run_1/final_placement.png
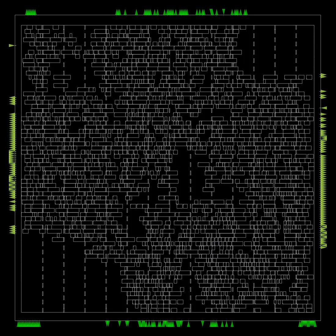
run_1/clock_map.png
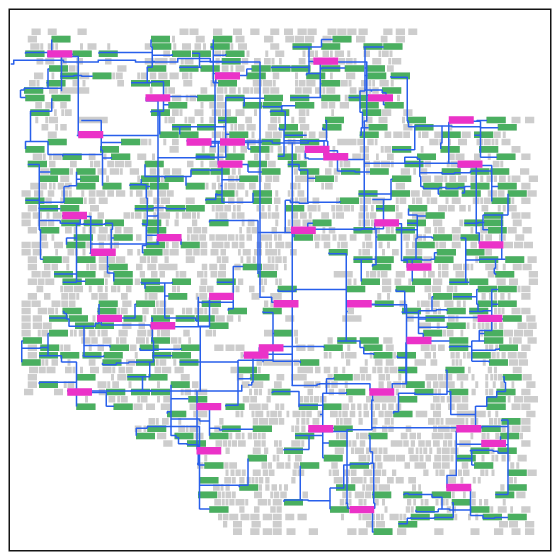
run_1/wire_density.png
Bar = 50 microns. 40 x 40 tiles, from dark purple (low) to yellow (high), scaled to the fullest tile. Values are wire area over tile area, all layers added.
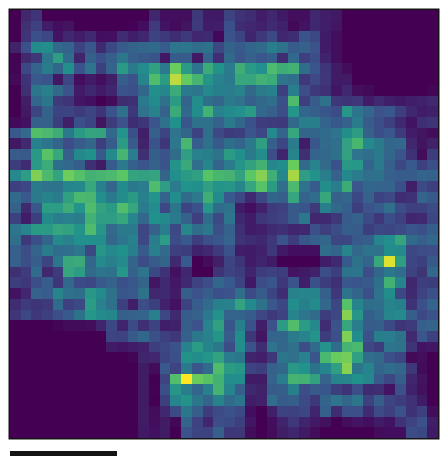
<file path="src/rtl/ram_load_sequencer.sv">
// Loads the data, weight and bias BRAMs from one host pipe stream by packing 16-bit words into BURST_LEN-lane lines.
// Latency: a line's write strobe follows the handshake that completes it by 1 cycle; done follows the last word by 2 cycles.
// Backpressure: in_ready is high only while packing, holds through write-strobe cycles, and drops after the last word.
// Ports: clk/rst; start/sel/base_addr/word_count program a transfer; in_valid/in_data/in_ready carry the pipe stream;
//        d_/w_/b_ we+addr drive the three BRAM A-ports with shared wdata; busy/done/err report status.
module ram_load_sequencer #(
  parameter int BURST_LEN = 8,
  parameter int D_AW      = 10,
  parameter int W_AW      = 13,
  parameter int B_AW      = 10
) (
  input  logic                   clk,
  input  logic                   rst,
  input  logic                   start,
  input  logic [1:0]             sel,
  input  logic [12:0]            base_addr,
  input  logic [15:0]            word_count,
  input  logic                   in_valid,
  input  logic [31:0]            in_data,
  output logic                   in_ready,
  output logic                   d_we,
  output logic                   w_we,
  output logic                   b_we,
  output logic [D_AW-1:0]        d_addr,
  output logic [W_AW-1:0]        w_addr,
  output logic [B_AW-1:0]        b_addr,
  output logic [16*BURST_LEN-1:0] wdata,
  output logic                   busy,
  output logic                   done,
  output logic                   err
);

  localparam int LINE_W = 16 * BURST_LEN;
  localparam int LCW    = (BURST_LEN > 1) ? $clog2(BURST_LEN) : 1;

  typedef enum logic [1:0] {IDLE, PACK, DONE} state_t;

  state_t            state;
  logic [1:0]        sel_r;
  logic [12:0]       base_r;
  logic [15:0]       remaining;
  logic [LCW-1:0]    lane_cnt;
  logic [13:0]       line_idx;   // up to ceil(65535/8) lines
  logic [LINE_W-1:0] line_buf;
  logic [LINE_W-1:0] line_next;
  logic              hs;
  logic              last_word;
  logic              emit;
  logic              wrap;
  logic [14:0]       d_sum;
  logic [14:0]       w_sum;
  logic [14:0]       b_sum;
  logic              unused_hi;

  // Upper half of each pipe word carries nothing for this block.
  assign unused_hi = ^in_data[31:16];

  always_comb begin
    hs        = in_valid & in_ready;
    last_word = (remaining == 16'd1);
    emit      = hs & (last_word | (lane_cnt == LCW'(BURST_LEN - 1)));
    line_next = line_buf;
    line_next[16*int'(lane_cnt) +: 16] = in_data[15:0];
    // Sums are computed wide so a carry out of the target's AW flags wrap.
    d_sum = 15'(base_r[D_AW-1:0]) + 15'(line_idx);
    w_sum = 15'(base_r[W_AW-1:0]) + 15'(line_idx);
    b_sum = 15'(base_r[B_AW-1:0]) + 15'(line_idx);
    case (sel_r)
      2'd0:    wrap = (d_sum >> D_AW) != 15'd0;
      2'd1:    wrap = (w_sum >> W_AW) != 15'd0;
      2'd2:    wrap = (b_sum >> B_AW) != 15'd0;
      default: wrap = 1'b0;
    endcase
  end

  always_ff @(posedge clk) begin
    if (rst) begin
      state     <= IDLE;
      sel_r     <= 2'd0;
      base_r    <= 13'd0;
      remaining <= 16'd0;
      lane_cnt  <= '0;
      line_idx  <= 14'd0;
      line_buf  <= '0;
      in_ready  <= 1'b0;
      busy      <= 1'b0;
      done      <= 1'b0;
      err       <= 1'b0;
      d_we      <= 1'b0;
      w_we      <= 1'b0;
      b_we      <= 1'b0;
      d_addr    <= '0;
      w_addr    <= '0;
      b_addr    <= '0;
      wdata     <= '0;
    end else begin
      d_we <= 1'b0;
      w_we <= 1'b0;
      b_we <= 1'b0;
      done <= 1'b0;
      case (state)
        IDLE: begin
          if (start) begin
            sel_r     <= sel;
            base_r    <= base_addr;
            remaining <= word_count;
            lane_cnt  <= '0;
            line_idx  <= 14'd0;
            line_buf  <= '0;
            busy      <= 1'b1;
            err       <= (sel == 2'd3);
            if (word_count == 16'd0 || sel == 2'd3) begin
              state <= DONE;
            end else begin
              state    <= PACK;
              in_ready <= 1'b1;
            end
          end
        end
        PACK: begin
          if (hs) begin
            remaining <= remaining - 16'd1;
            if (emit) begin
              wdata    <= line_next;
              line_buf <= '0;
              lane_cnt <= '0;
              line_idx <= line_idx + 14'd1;
              if (wrap) err <= 1'b1;
              case (sel_r)
                2'd0: begin d_we <= 1'b1; d_addr <= d_sum[D_AW-1:0]; end
                2'd1: begin w_we <= 1'b1; w_addr <= w_sum[W_AW-1:0]; end
                2'd2: begin b_we <= 1'b1; b_addr <= b_sum[B_AW-1:0]; end
                default: ;
              endcase
            end else begin
              line_buf <= line_next;
              lane_cnt <= lane_cnt + LCW'(1);
            end
            if (last_word) begin
              in_ready <= 1'b0;
              state    <= DONE;
            end
          end
        end
        DONE: begin
          done  <= 1'b1;
          busy  <= 1'b0;
          state <= IDLE;
        end
        default: state <= IDLE;
      endcase
    end
  end

endmodule

</file>
<file path="config.mk">
export PLATFORM = sky130hd
export DESIGN_NAME = ram_load_sequencer
export DESIGN_NICKNAME = d
export VERILOG_FILES = /design/src/rtl/ram_load_sequencer.sv
export SDC_FILE = /design/constraint.sdc
export NUM_CORES = 1
export LEC_CHECK = 0
export CAP_MARGIN = 40
export CORE_MARGIN = 4
export CORE_UTILIZATION = 40
export DETAILED_ROUTE_END_ITERATION = 10
export HOLD_SLACK_MARGIN = 0.03
export PLACE_DENSITY = 0.68
export SLEW_MARGIN = 20
export SYNTH_ARGS = -nofsm -noshare
export SYNTH_HDL_FRONTEND = slang
export SYNTH_SLANG_ARGS = --single-unit
</file>
<file path="constraint.sdc">
create_clock -name clk -period 3.3 [get_ports clk]
set_clock_uncertainty 0.2 [all_clocks]
set_input_delay 0.495 -clock clk [delete_from_list [all_inputs] [get_ports clk]]
set_output_delay 0.495 -clock clk [all_outputs]
set_load 0.005 [all_outputs]
</file>
==> metrics.json, run 1 <==
{
  "global_route": {
    "globalRouteOverflowTotal": 0,
    "vias_in_the_first_global_route": 12212,
    "grt_util_met1_pct": 29.4,
    "grt_use_met3_pct": 4.53
  },
  "cells_and_area": {
    "dominant-cell-class": "combinational gates",
    "fin_nets": 1936,
    "comb_share_pct": 38.2,
    "area.growth.synth_to_final_pct": 26.9,
    "fill_cells": 3359,
    "diodes_inserted": 0
  },
  "timing": {
    "hold_slack_ps": 252,
    "report.final.hold_viol_count": 0,
    "setup-violations-final": 0,
    "slew_headroom_pct": 41.9,
    "layout_min_cycle_time_ps": 3060
  },
  "floorplan": {
    "core_util_floorplan_pct": 41.0
  },
  "synth": {
    "common_cells": "dfxtp_1, nor2_1, a211oi_1, nand2_1, mux2i_1",
    "synth.comb.largest_family": "AND-OR/OR-AND gates",
    "synthDistinctLibCells": 61,
    "synth.cellmix.compoundShare_pct": 19.6,
    "synth-seq-area-share_pct": 47.1,
    "netlist_area_sq_um": 14700,
    "ys_chip_area_sq_um": 14700
  },
  "pwr": {
    "power_per_unit_of_standard_cell_area_nw_per_um2": 496,
    "ir_drop_v": 0.000380,
    "comb_cell_power_uw": 710,
    "sequential_logic_power_mw": 4.27
  },
  "hold_path": {
    "whs_path_depth": 2
  },
  "placed_design": {
    "gp_congestion": 0.855,
    "dpl-instance-area_sq_um": 17400
  },
  "worst_setup_path": {
    "r2r_setup_slack_ps": 240,
    "worst_r2r_endpoint": "line_idx[9]",
    "critPathKind": "reg -> reg"
  },
  "job": {
    "warnings": 50
  },
  "status": {
    "outcome": "complete, no violations"
  },
  "cts": {
    "cts_tree": "yes"
  },
  "drt": {
    "met3_wirelength_microns": 3270,
    "drt_iter0_drc": 858
  }
}
Back to the opening pictures, final_placement.png:
fin util: 52.0%
number of tap instances: 461
fin cells: 2,335
sequential cell area share: 37.1%
placement row count: 69

Back to the opening pictures, clock_map.png:
[flip-flops] green | count: 346
[clock wires] blue | length: 4,360 microns
[cells driving clock nets] magenta | count: 38
flops lie: widely spread
clk latency late pin: 530 ps
clock network fraction of design power: 46.3%
reported clock group power: 4.29 mW

Back to the opening pictures, wire_density.png:
tiles over half the peak: 12%
densest ninth of the die: left middle
emptiest ninth of the die: bottom left
fullest tile: 0.69
mean over tiles: 0.18
total detailed-routing wirelength: 43,800 microns
routed wire length per instance: 18.8 microns
DR vias: 12,908
global routing usage summed across all routing layers: 21.0%

--- run 2 (diff from run 1) ---
--- a/config.mk
+++ b/config.mk
@@ -8,6 +8,7 @@
 export CAP_MARGIN = 40
 export CORE_MARGIN = 4
 export CORE_UTILIZATION = 40
+export CTS_CLUSTER_DIAMETER = 100
 export DETAILED_ROUTE_END_ITERATION = 10
 export HOLD_SLACK_MARGIN = 0.03
 export PLACE_DENSITY = 0.68
==> run 2 against run 1 <==
Compared with the run above:
- die size unchanged
- largest cell class unchanged
- utilization unchanged
- global-route usage unchanged
- critical path type unchanged
- clock power about the same
- fmax unchanged
- synthesized cell count unchanged
- power unchanged
- register-to-register slack about the same
- critical path depth unchanged
- final cell count unchanged
- combinational power about the same
- worst setup slack unchanged
==> metrics.json, run 2 <==
{
  "hold_path": {
    "whs_path_depth": {"value": 2, "change": "unchanged"}
  },
  "synth": {
    "ys_chip_area": {"value": 14700, "unit": "sq um", "change": "unchanged"},
    "netlist_area": {"value": 14700, "unit": "sq um", "change": "unchanged"},
    "common_cells": {"value": "dfxtp_1, nor2_1, a211oi_1, nand2_1, mux2i_1", "change": "unchanged"},
    "synth.comb.largest_family": {"value": "AND-OR/OR-AND gates", "change": "unchanged"},
    "synth.cellmix.compoundShare": {"value": 19.6, "unit": "%", "change": "unchanged"}
  },
  "floorplan": {
    "tapcell.inserted": {"value": 461, "change": "unchanged"},
    "core_util_floorplan": {"value": 41.0, "unit": "%", "change": "unchanged"},
    "rows": {"value": 69, "change": "unchanged"}
  },
  "global_route": {
    "grt_use_met3": {"value": 4.53, "unit": "%", "change": "unchanged"},
    "grt_util_met1": {"value": 29.4, "unit": "%", "change": "unchanged"},
    "vias_in_the_first_global_route": {"value": 12212, "change": "unchanged"}
  },
  "pwr": {
    "clockPowerShare": {"value": 46.3, "unit": "%", "change": "about the same"},
    "ir_drop": {"value": 0.000380, "unit": "V", "change": "unchanged"},
    "sequential_logic_power": {"value": 4.27, "unit": "mW", "change": "about the same"},
    "comb_cell_power": {"value": 710, "unit": "uW", "change": "about the same"},
    "power.clock.total": {"value": 4.29, "unit": "mW", "change": "about the same"}
  },
  "timing": {
    "report.final.hold_viol_count": {"value": 0, "change": "unchanged"},
    "slew_headroom": {"value": 41.9, "unit": "%", "change": "unchanged"}
  },
  "cells_and_area": {
    "area.growth.synth_to_final": {"value": 26.9, "unit": "%", "change": "unchanged"},
    "diodes_inserted": {"value": 0, "change": "unchanged"},
    "fin_util": {"value": 52.0, "unit": "%", "change": "unchanged"},
    "dominant-cell-class": {"value": "combinational gates", "change": "unchanged"}
  },
  "status": {
    "outcome": {"value": "complete, no violations", "change": "unchanged"}
  },
  "placed_design": {
    "dpl-instance-area": {"value": 17400, "unit": "sq um", "change": "unchanged"}
  },
  "worst_setup_path": {
    "r2r_setup_slack": {"value": 240, "unit": "ps", "change": "about the same"},
    "worst_r2r_endpoint": {"value": "line_idx[9]", "change": "unchanged"}
  },
  "cts": {
    "clkLatencyLatePin": {"value": 530, "unit": "ps", "change": "about the same"}
  },
  "drt": {
    "wire_per_inst": {"value": 18.8, "unit": "microns", "change": "unchanged"}
  }
}
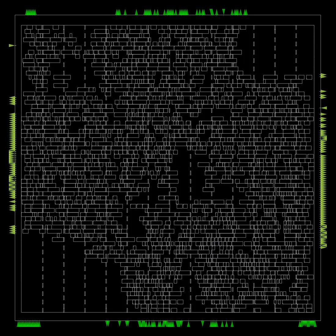
run_2/final_placement.png
filler cell count: 3,359
CORE AREA: 35,900 sq um
sequential cell count: 346

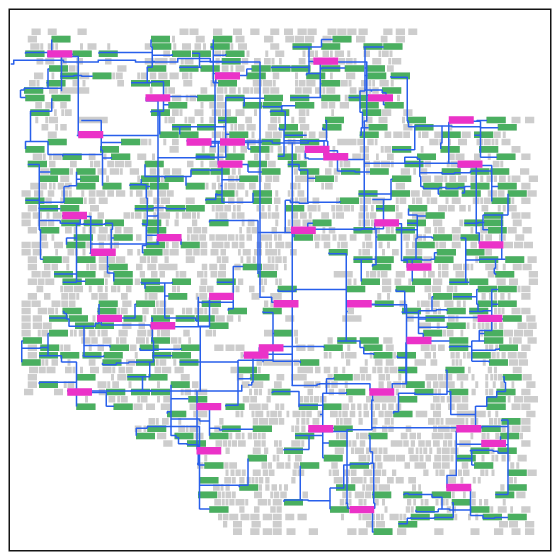
run_2/clock_map.png
[cells driving clock nets] magenta | count: 38
[flip-flops] green | count: 346
[clock wires] blue | length: 4,360 microns
routed clock nets: 39
flops lie: widely spread

--- run 3 (diff from run 2) ---
--- a/config.mk
+++ b/config.mk
@@ -8,10 +8,12 @@
 export CAP_MARGIN = 40
 export CORE_MARGIN = 4
 export CORE_UTILIZATION = 40
+export CTS_BUF_LIST = sky130_fd_sc_hd__clkbuf_2 sky130_fd_sc_hd__clkbuf_4 sky130_fd_sc_hd__clkbuf_8
 export CTS_CLUSTER_DIAMETER = 100
 export DETAILED_ROUTE_END_ITERATION = 10
 export HOLD_SLACK_MARGIN = 0.03
 export PLACE_DENSITY = 0.68
+export SKIP_CTS_REPAIR_TIMING = 1
 export SLEW_MARGIN = 20
 export SYNTH_ARGS = -nofsm -noshare
 export SYNTH_HDL_FRONTEND = slang
==> run 3 against run 2 <==
Compared with the run above:
- fmax decreased by 0.54%
- critical path depth did not move
- sequential cell count is the same
- critical path type unchanged
- largest cell class unchanged
==> metrics.json, run 3 <==
{
  "cells_and_area": {
    "fin_nets": {"value": 1955, "change": "was 1,936"},
    "dominant-cell-class": {"value": "combinational gates", "change": "unchanged"},
    "area.growth.synth_to_final": {"value": 27.1, "unit": "%", "change": "was 26.9%"},
    "fill_cells": {"value": 3398, "change": "was 3,359"},
    "diodes_inserted": {"value": 0, "change": "unchanged"},
    "instances_no_fill": {"value": 2375, "change": "was 2,335"},
    "comb_share": {"value": 38.2, "unit": "%", "change": "about the same"},
    "fin_util": {"value": 52.1, "unit": "%", "change": "was 52.0%"},
    "flop-count": {"value": 346, "change": "unchanged"}
  },
  "global_route": {
    "grt_util_met1": {"value": 29.3, "unit": "%", "change": "was 29.4%"},
    "grt_use_met3": {"value": 5.07, "unit": "%", "change": "was 4.53%"},
    "globalRouteOverflowTotal": {"value": 0, "change": "unchanged"},
    "vias_in_the_first_global_route": {"value": 12377, "change": "was 12,212"},
    "global_routing_usage_summed_across_all_routing_layers": {"value": 21.2, "unit": "%", "change": "was 21.0%"}
  },
  "timing": {
    "slew_headroom": {"value": 41.2, "unit": "%", "change": "was 41.9%"},
    "layout_min_cycle_time": {"value": 3080, "unit": "ps", "change": "was 3060 ps"},
    "hold_slack": {"value": 143, "unit": "ps", "change": "was 252 ps"},
    "setup-violations-final": {"value": 0, "change": "unchanged"},
    "report.final.hold_viol_count": {"value": 0, "change": "unchanged"}
  },
  "synth": {
    "ys_chip_area": {"value": 14700, "unit": "sq um", "change": "unchanged"},
    "common_cells": {"value": "dfxtp_1, nor2_1, a211oi_1, nand2_1, mux2i_1", "change": "unchanged"},
    "synth.comb.largest_family": {"value": "AND-OR/OR-AND gates", "change": "unchanged"},
    "synth.cellmix.compoundShare": {"value": 19.6, "unit": "%", "change": "unchanged"},
    "netlist_area": {"value": 14700, "unit": "sq um", "change": "unchanged"}
  },
  "status": {
    "outcome": {"value": "complete, no violations", "change": "unchanged"}
  },
  "worst_setup_path": {
    "r2r_setup_slack": {"value": 220, "unit": "ps", "change": "was 240 ps"},
    "worst_r2r_endpoint": {"value": "line_buf[77]", "change": "was line_idx[9]"},
    "critPathKind": {"value": "reg -> reg", "change": "unchanged"}
  },
  "placed_design": {
    "gp_congestion": {"value": 0.855, "change": "unchanged"},
    "dpl-instance-area": {"value": 17400, "unit": "sq um", "change": "unchanged"}
  },
  "drt": {
    "wire_per_inst": {"value": 18.6, "unit": "microns", "change": "was 18.8 microns"},
    "met3_wirelength": {"value": 3380, "unit": "microns", "change": "was 3270 microns"},
    "drt_iter0_drc": {"value": 876, "change": "was 858"}
  },
  "cts": {
    "cts_tree": {"value": "yes", "change": "unchanged"}
  },
  "pwr": {
    "ir_drop": {"value": 0.000325, "unit": "V", "change": "was 0.000380 V"},
    "sequential_logic_power": {"value": 4.27, "unit": "mW", "change": "about the same"},
    "power_per_unit_of_standard_cell_area": {"value": 486, "unit": "nW/um^2", "change": "was 496 nW/um^2"}
  },
  "floorplan": {
    "tapcell.inserted": {"value": 461, "change": "unchanged"},
    "core_util_floorplan": {"value": 41.0, "unit": "%", "change": "unchanged"},
    "placeableCoreArea": {"value": 35900, "unit": "sq um", "change": "unchanged"}
  },
  "job": {
    "warnings": {"value": 50, "change": "unchanged"}
  }
}
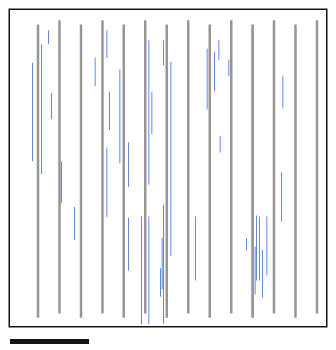
run_3/met4.png
Bar = 50 microns. Supply wires on this layer in grey.
nets with wire on the layer: 21
longest straight run: 122 microns
main direction: vertical
share of all routed wire: 3.0%
wire length on this layer: 1,320 microns
DR vias: 13,068
total detailed-routing wirelength: 44,100 microns

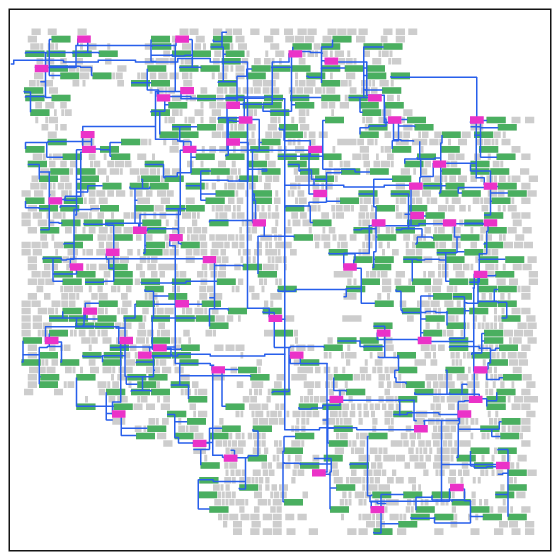
run_3/clock_map.png
[cells driving clock nets] magenta | count: 57
[flip-flops] green | count: 346
[clock wires] blue | length: 4,880 microns
flops lie: widely spread
routed clock nets: 58
clock network fraction of design power: 45.3%
clk latency late pin: 670 ps
reported clock group power: 4.12 mW

Power is estimated from default activity; no workload was simulated.
